Run 1, placed standard cells:
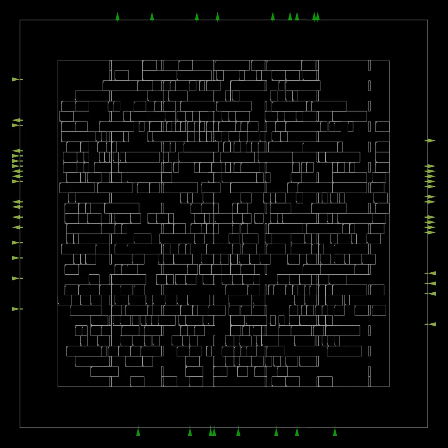
Run 1, gate families picked out:
Scale bar: 20 um.
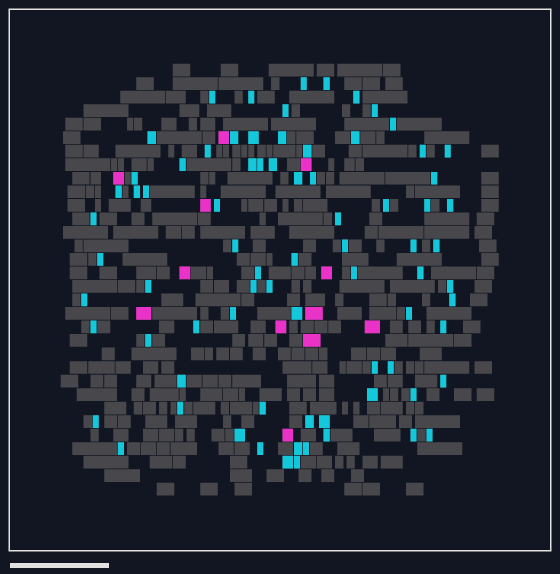
Run 1, wires at chosen ports, followed through buffers:
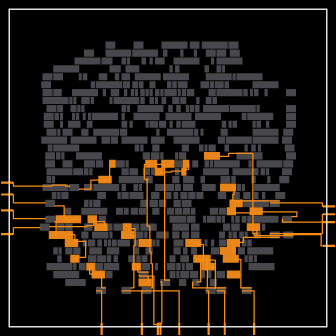
Run 1, cell area per tile:
The die is cut into 11 by 11 equal tiles; black is low, pale yellow is high, 0 to 100% covered.
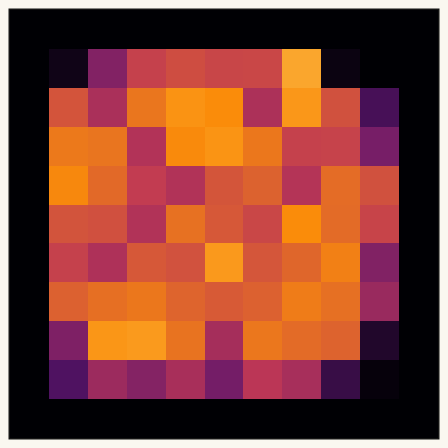
File: config.mk
export PLATFORM = sky130hd
export DESIGN_NAME = acc_fixed_point
export DESIGN_NICKNAME = d
export VERILOG_FILES = /design/src/rtl/fixed_point_pkg.sv /design/src/rtl/sat_add_fixed_point.sv /design/src/rtl/acc_fixed_point.sv
export SDC_FILE = /design/constraint.sdc
export NUM_CORES = 1
export LEC_CHECK = 0
export CORE_MARGIN = 10
export CORE_UTILIZATION = 42
export CTS_BUF_LIST = sky130_fd_sc_hd__clkbuf_4 sky130_fd_sc_hd__clkbuf_8
export DETAILED_ROUTE_END_ITERATION = 16
export HOLD_SLACK_MARGIN = 0.1
export SETUP_SLACK_MARGIN = 0.05
export SYNTH_ARGS = -nofsm -noshare
export SYNTH_HDL_FRONTEND = slang
export SYNTH_SLANG_ARGS = --single-unit
File: constraint.sdc
create_clock -name clk -period 3.1 [get_ports clk]
set_input_delay 0.31 -clock clk [delete_from_list [all_inputs] [get_ports clk]]
set_output_delay 0.31 -clock clk [all_outputs]
set_load 0.01 [all_outputs]
File: src/rtl/fixed_point_pkg.sv
// Shared Q7.8 types, saturation limits and accumulator states for the fixed-point datapath.
package fixed_point_pkg;

  localparam int DATA_WIDTH = 16;
  localparam int FRAC_BITS  = 8;

  localparam logic [15:0] Q_MAX = 16'h7FFF;
  localparam logic [15:0] Q_MIN = 16'h8000;

  typedef logic signed [15:0] q7_8_t;

  typedef enum logic [1:0] {
    IDLE  = 2'd0,
    ACCUM = 2'd1,
    HOLD  = 2'd2
  } acc_state_t;

endpackage

File: src/rtl/sat_add_fixed_point.sv
// Combinational saturating two's-complement add, zero latency; the subtract path reuses it
// by feeding a negated b. No flow control.
module sat_add_fixed_point #(
  parameter int WIDTH = 16
) (
  input  logic [WIDTH-1:0] a,
  input  logic [WIDTH-1:0] b,
  output logic [WIDTH-1:0] sum,
  output logic             ovf
);

  logic [WIDTH:0] raw;

  always_comb begin
    raw = {a[WIDTH-1], a} + {b[WIDTH-1], b};
    // Same-sign operands producing a result of the other sign cannot be represented.
    ovf = (a[WIDTH-1] == b[WIDTH-1]) && (raw[WIDTH-1] != a[WIDTH-1]);
    if (!ovf)
      sum = raw[WIDTH-1:0];
    else if (a[WIDTH-1])
      sum = {1'b1, {(WIDTH-1){1'b0}}};
    else
      sum = {1'b0, {(WIDTH-1){1'b1}}};
  end

endmodule

File: src/rtl/acc_fixed_point.sv
// Streaming Q7.8 saturating group accumulator: result valid the cycle after the in_last beat,
// held until out_ready; input stalls (in_ready=0) while a result is pending or clear is high.
module acc_fixed_point
  import fixed_point_pkg::*;
#(
  parameter int DATA_WIDTH = 16,
  parameter int FRAC_BITS  = 8,
  parameter int CNT_WIDTH  = 8
) (
  input  logic                  clk,
  input  logic                  rst,
  input  logic                  clear,
  input  logic                  in_valid,
  output logic                  in_ready,
  input  logic [DATA_WIDTH-1:0] in_data,
  input  logic                  in_last,
  output logic                  out_valid,
  input  logic                  out_ready,
  output logic [DATA_WIDTH-1:0] out_data,
  output logic [CNT_WIDTH-1:0]  out_count,
  output logic                  N,
  output logic                  V,
  output logic                  Z
);

  if (FRAC_BITS >= DATA_WIDTH) begin : g_bad_frac
    $error("FRAC_BITS must leave at least one integer bit");
  end

  acc_state_t             state;
  logic [DATA_WIDTH-1:0]  acc;
  logic [CNT_WIDTH-1:0]   cnt;
  logic                   ovf;

  logic [DATA_WIDTH-1:0]  add_sum;
  logic                   add_ovf;
  logic [DATA_WIDTH-1:0]  nxt_acc;
  logic [CNT_WIDTH-1:0]   nxt_cnt;
  logic                   nxt_ovf;
  logic                   accept;

  sat_add_fixed_point #(.WIDTH(DATA_WIDTH)) u_add (
    .a   (acc),
    .b   (in_data),
    .sum (add_sum),
    .ovf (add_ovf)
  );

  assign in_ready = !rst && (state != HOLD) && !clear;
  assign accept   = in_valid && in_ready;

  // The first beat of a group loads directly so a stale acc can never leak in.
  always_comb begin
    nxt_acc = add_sum;
    nxt_cnt = (cnt == {CNT_WIDTH{1'b1}}) ? cnt : cnt + 1'b1;
    nxt_ovf = ovf | add_ovf;
    if (state == IDLE) begin
      nxt_acc = in_data;
      nxt_cnt = {{(CNT_WIDTH-1){1'b0}}, 1'b1};
      nxt_ovf = 1'b0;
    end
  end

  always_ff @(posedge clk or posedge rst) begin
    if (rst) begin
      state     <= IDLE;
      acc       <= '0;
      cnt       <= '0;
      ovf       <= 1'b0;
      out_valid <= 1'b0;
      out_data  <= '0;
      out_count <= '0;
      N         <= 1'b0;
      V         <= 1'b0;
      Z         <= 1'b0;
    end else if (clear) begin
      state     <= IDLE;
      acc       <= '0;
      cnt       <= '0;
      ovf       <= 1'b0;
      out_valid <= 1'b0;
    end else begin
      case (state)
        IDLE, ACCUM: begin
          if (accept) begin
            acc <= nxt_acc;
            cnt <= nxt_cnt;
            ovf <= nxt_ovf;
            if (in_last) begin
              state     <= HOLD;
              out_valid <= 1'b1;
              out_data  <= nxt_acc;
              out_count <= nxt_cnt;
              N         <= nxt_acc[DATA_WIDTH-1];
              V         <= nxt_ovf;
              Z         <= (nxt_acc == '0);
            end else begin
              state <= ACCUM;
            end
          end
        end
        HOLD: begin
          if (out_ready) begin
            state     <= IDLE;
            out_valid <= 1'b0;
            acc       <= '0;
            cnt       <= '0;
            ovf       <= 1'b0;
          end
        end
        default: state <= IDLE;
      endcase
    end
  end

endmodule

==> impl_metrics.py, run 1 <==
# Auto-generated metrics
metrics = {
    "grt": {
        "met3_usage": 0.0360,
        "grt_usage": 0.162,
        "grt_busiest_layer": "met2",
        "global_route.usage.met1": 0.215,
    },
    "run": {
        "maxCapViolCount": 0,
        "warning_count": 26,
    },
    "critical_path": {
        "r2r_cells": 11,
        "crit_type": "primary input to register",
        "crit_cells": 12,
        "critical-path-top-delay-family": "AND-OR/OR-AND gates",
        "cp-endpoint": "Z$_DFFE_PP0P_",
        "startpoint_type": "primary input",
        "r2r_slack_ns": 0.21,
    },
    "cts": {
        "clk_pin_slew_ns": 0.10,
        "cts.path.max_buffers": 2,
        "insertion_delay_ns": 0.31,
        "cts_resized": 0,
        "cts-buffers-inserted": 5,
        "cts-root-buf": "clkbuf_8",
    },
    "detailed_routing": {
        "routed-wl-met2_um": 4370,
        "drc": 0,
        "viasPerCell": 5.43,
        "met3RoutedLength_um": 471,
        "wire_per_inst_um": 16.8,
        "wl_um": 9320,
        "vias": 3019,
    },
    "place": {
        "dpl_cell_area_um2": 4240,
        "dp_cells": 547,
        "dp_slack_ns": -0.168,
        "place_congestion": 0.938,
    },
    "power": {
        "power_leader": "sequential cells",
        "sw_frac_of_total": 0.318,
        "seq-power_mw": 0.813,
        "seqPwrFrac": 0.447,
        "pwr-share-clk": 0.216,
        "p_switching_mw": 0.577,
        "leakage_nw": 1.94,
    },
    "timing": {
        "hold_viol": 0,
        "period_minus_slack_ns": 2.95,
    },
    "synthesis": {
        "synthAoiAreaFrac": 0.279,
        "synthTopCellsByCount": "nand2_1 (60), dfrtp_1 (54), o21ai_0 (50), nor2_1 (27), ha_1 (16)",
        "async_flop_share": 1.00,
        "yosysWarnings": 0,
        "ys_area_um2": 3300,
        "flop_cell": "dfrtp_1",
        "synth_nets": 398,
        "fa_ha_area_frac": 0.0667,
    },
    "layout": {
        "flop_area_um2": 1350,
        "largest_cell_class": "logic gates",
        "n_antenna_cell": 0,
        "mostFrequentLayoutCells": "nand2_1 (60), dfrtp_1 (54), buf_4 (54)",
        "clkCellAreaFrac": 0.0189,
        "logic_area_um2": 1890,
        "fillers": 706,
        "buffers": 104,
        "comb_share": 0.433,
        "layout.cells.most_common": "nand2_1",
        "bufAreaShareNonClock": 0.207,
        "logic_gates": 285,
    },
    "floorplanning": {
        "io_pins": 51,
        "dieArea_um2": 11800,
        "die_x_um": 109,
        "die_h_um": 109,
    },
    "outcome": {
        "status": "finished clean",
    },
}
Back to the opening pictures, 'placed standard cells':
flop share of the area: 0.309
n_taps: 102
final core utilization: 0.569
Rows: 32
Cell Count, Final, Fillers Out: 556

Back to the opening pictures, 'gate families picked out':
NAND gates -> cyan  # cells 77, most used nand2_1
AND and OR gates -> magenta  # cells 12, most used and3_1, where center

Back to the opening pictures, 'wires at chosen ports, followed through buffers':
in_data -> orange  # bits 16, direction input, edge 8 bottom, 4 left, 4 right, end cells 37, buffers 19, wire 720 um

Back to the opening pictures, 'cell area per tile':
fullest tile = 81%
tiles over 75% full = 7.4%
nearly empty tiles = 35%

Run 1, the metal 3 layer:
Scale bar: 20 um.
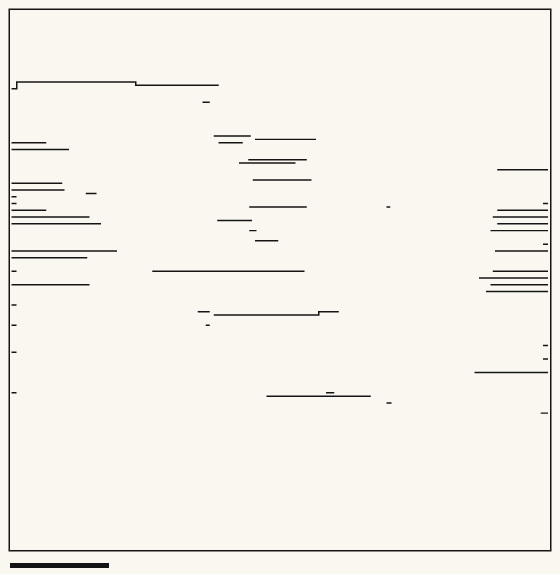

--- run 2 (diff from run 1) ---
- PLACE_DENSITY: default -> 0.67
- clock period: 3.1 -> 2.7 ns (I/O delays scaled with it)
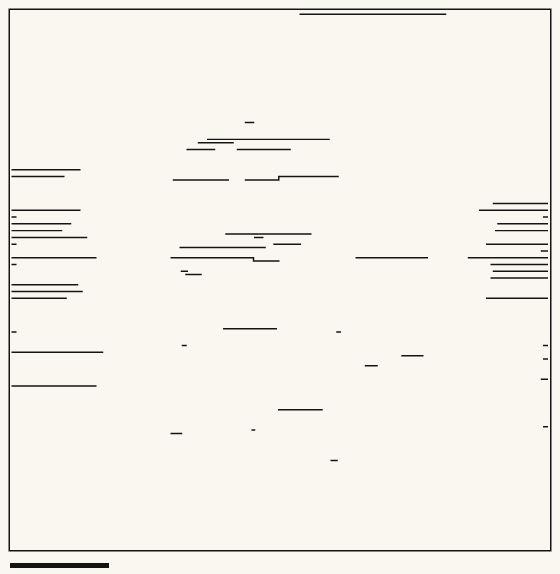
Run 2: the metal 3 layer
Scale bar: 20 um.
longest straight run = 29.2 um
main direction = horizontal
wire length on this layer = 511 um

==> run 2 against run 1 <==
  * Setup slack lost 0.13 ns
  * Count of clock-buffer cells in the layout is the same
  * Clock skew grew 0.0030 ns
  * Sequential power grew 15%
  * Wire length grew 7.0%
  * Global-route usage grew 0.14 points
  * Combinational power grew 33%
  * Core utilization grew 6.6 points
==> impl_metrics.py, run 2 <==
# Auto-generated metrics
metrics = {
    "outcome": {
        "status": "finished clean",
    },
    "layout": {
        "flop_area_um2": 1350,
        "sh_seq_area": 0.277,
        "final_cell_count_no_fill": 592,
        "n_antenna_cell": 0,
        "fin_util": 0.635,
        "buffers": 139,
        "logic_gates": 285,
        "comb_share": 0.426,
        "layout.nets": 528,
        "mostFrequentLayoutCells": "buf_4 (86), nand2_1 (60), dfrtp_1 (54)",
        "largest_cell_class": "logic gates",
        "logic_area_um2": 2080,
        "bufAreaShareNonClock": 0.244,
        "fillers": 645,
        "clkCellAreaFrac": 0.0241,
        "layout.cells.most_common": "buf_4",
    },
    "power": {
        "p_switching_mw": 0.736,
        "power_leader": "sequential cells",
        "seqPwrFrac": 0.403,
        "sw_frac_of_total": 0.316,
        "pwr-share-clk": 0.249,
        "leakage_nw": 2.17,
        "seq-power_mw": 0.938,
    },
    "synthesis": {
        "synthAoiAreaFrac": 0.279,
        "fa_ha_area_frac": 0.0667,
        "syn_inst": 359,
        "synthTopCellsByCount": "nand2_1 (60), dfrtp_1 (54), o21ai_0 (50), nor2_1 (27), ha_1 (16)",
        "synth_nets": 398,
        "async_flop_share": 1.00,
        "flop_cell": "dfrtp_1",
        "netlist_top_cells_area": "dfrtp_1 (41%), o21ai_0 (7.6%), nand2_1 (6.8%), ha_1 (6.1%), nor2_1 (3.1%)",
        "ys_area_um2": 3300,
        "yosysWarnings": 0,
    },
    "critical_path": {
        "startpoint_type": "register",
        "crit_type": "register to register",
        "critical-path-top-delay-family": "AND-OR/OR-AND gates",
        "crit_cells": 11,
        "critPathMaxStageDelay_ns": 0.42,
        "r2r_slack_ns": 0.02,
        "worstPathCellList": "ha_1 > nand4_1 > a211oi_2 > buf_4 > a21oi_4 > a21oi_4 > buf_6 > a221oi_4 > and4b_1 > and4b_1 > a32o_1",
        "path_buffers": 2,
        "reg2reg_from": "acc[13]$_DFFE_PP0P_",
    },
    "detailed_routing": {
        "drtIter0Drc": 132,
        "wl_um": 9970,
        "met3RoutedLength_um": 510,
        "vias": 3197,
        "viasPerCell": 5.40,
        "wl_met1_um": 4300,
        "drc": 0,
        "routed-wl-met2_um": 4980,
        "wire_per_inst_um": 16.8,
    },
    "cts": {
        "cts_resized": 18,
        "insertion_delay_ns": 0.32,
        "cts-root-buf": "clkbuf_8",
        "cts_setup_buffers": 3,
        "cts-buffers-inserted": 5,
        "cts.path.max_buffers": 2,
        "clk_pin_slew_ns": 0.11,
    },
    "place": {
        "dp_slack_ns": -0.423,
        "dpl_cell_area_um2": 4480,
        "dp_cells": 576,
        "place_congestion": 0.955,
        "place.port_buffers": 50,
    },
    "run": {
        "warning_count": 28,
        "maxCapViolCount": 0,
    },
    "floorplanning": {
        "taps": 102,
        "die_x_um": 109,
        "dieArea_um2": 11800,
        "fp-row-count": 32,
        "die_h_um": 109,
        "io_pins": 51,
    },
    "grt": {
        "grt_busiest_layer": "met2",
        "met3_usage": 0.0330,
        "grt_usage": 0.164,
        "global_route.usage.met1": 0.209,
        "met2_usage": 0.275,
    },
    "timing": {
        "hold_ws_ns": 0.491,
        "period_minus_slack_ns": 2.68,
        "max_freq_mhz": 373,
        "hold_viol": 0,
        "rsz0062_at_grt": "yes",
    },
    "worst_hold_path": {
        "min_to": "out_data[12]$_DFFE_PP0P_",
    },
}
Power figures rest on the tool's default switching activity, not on a simulated workload.
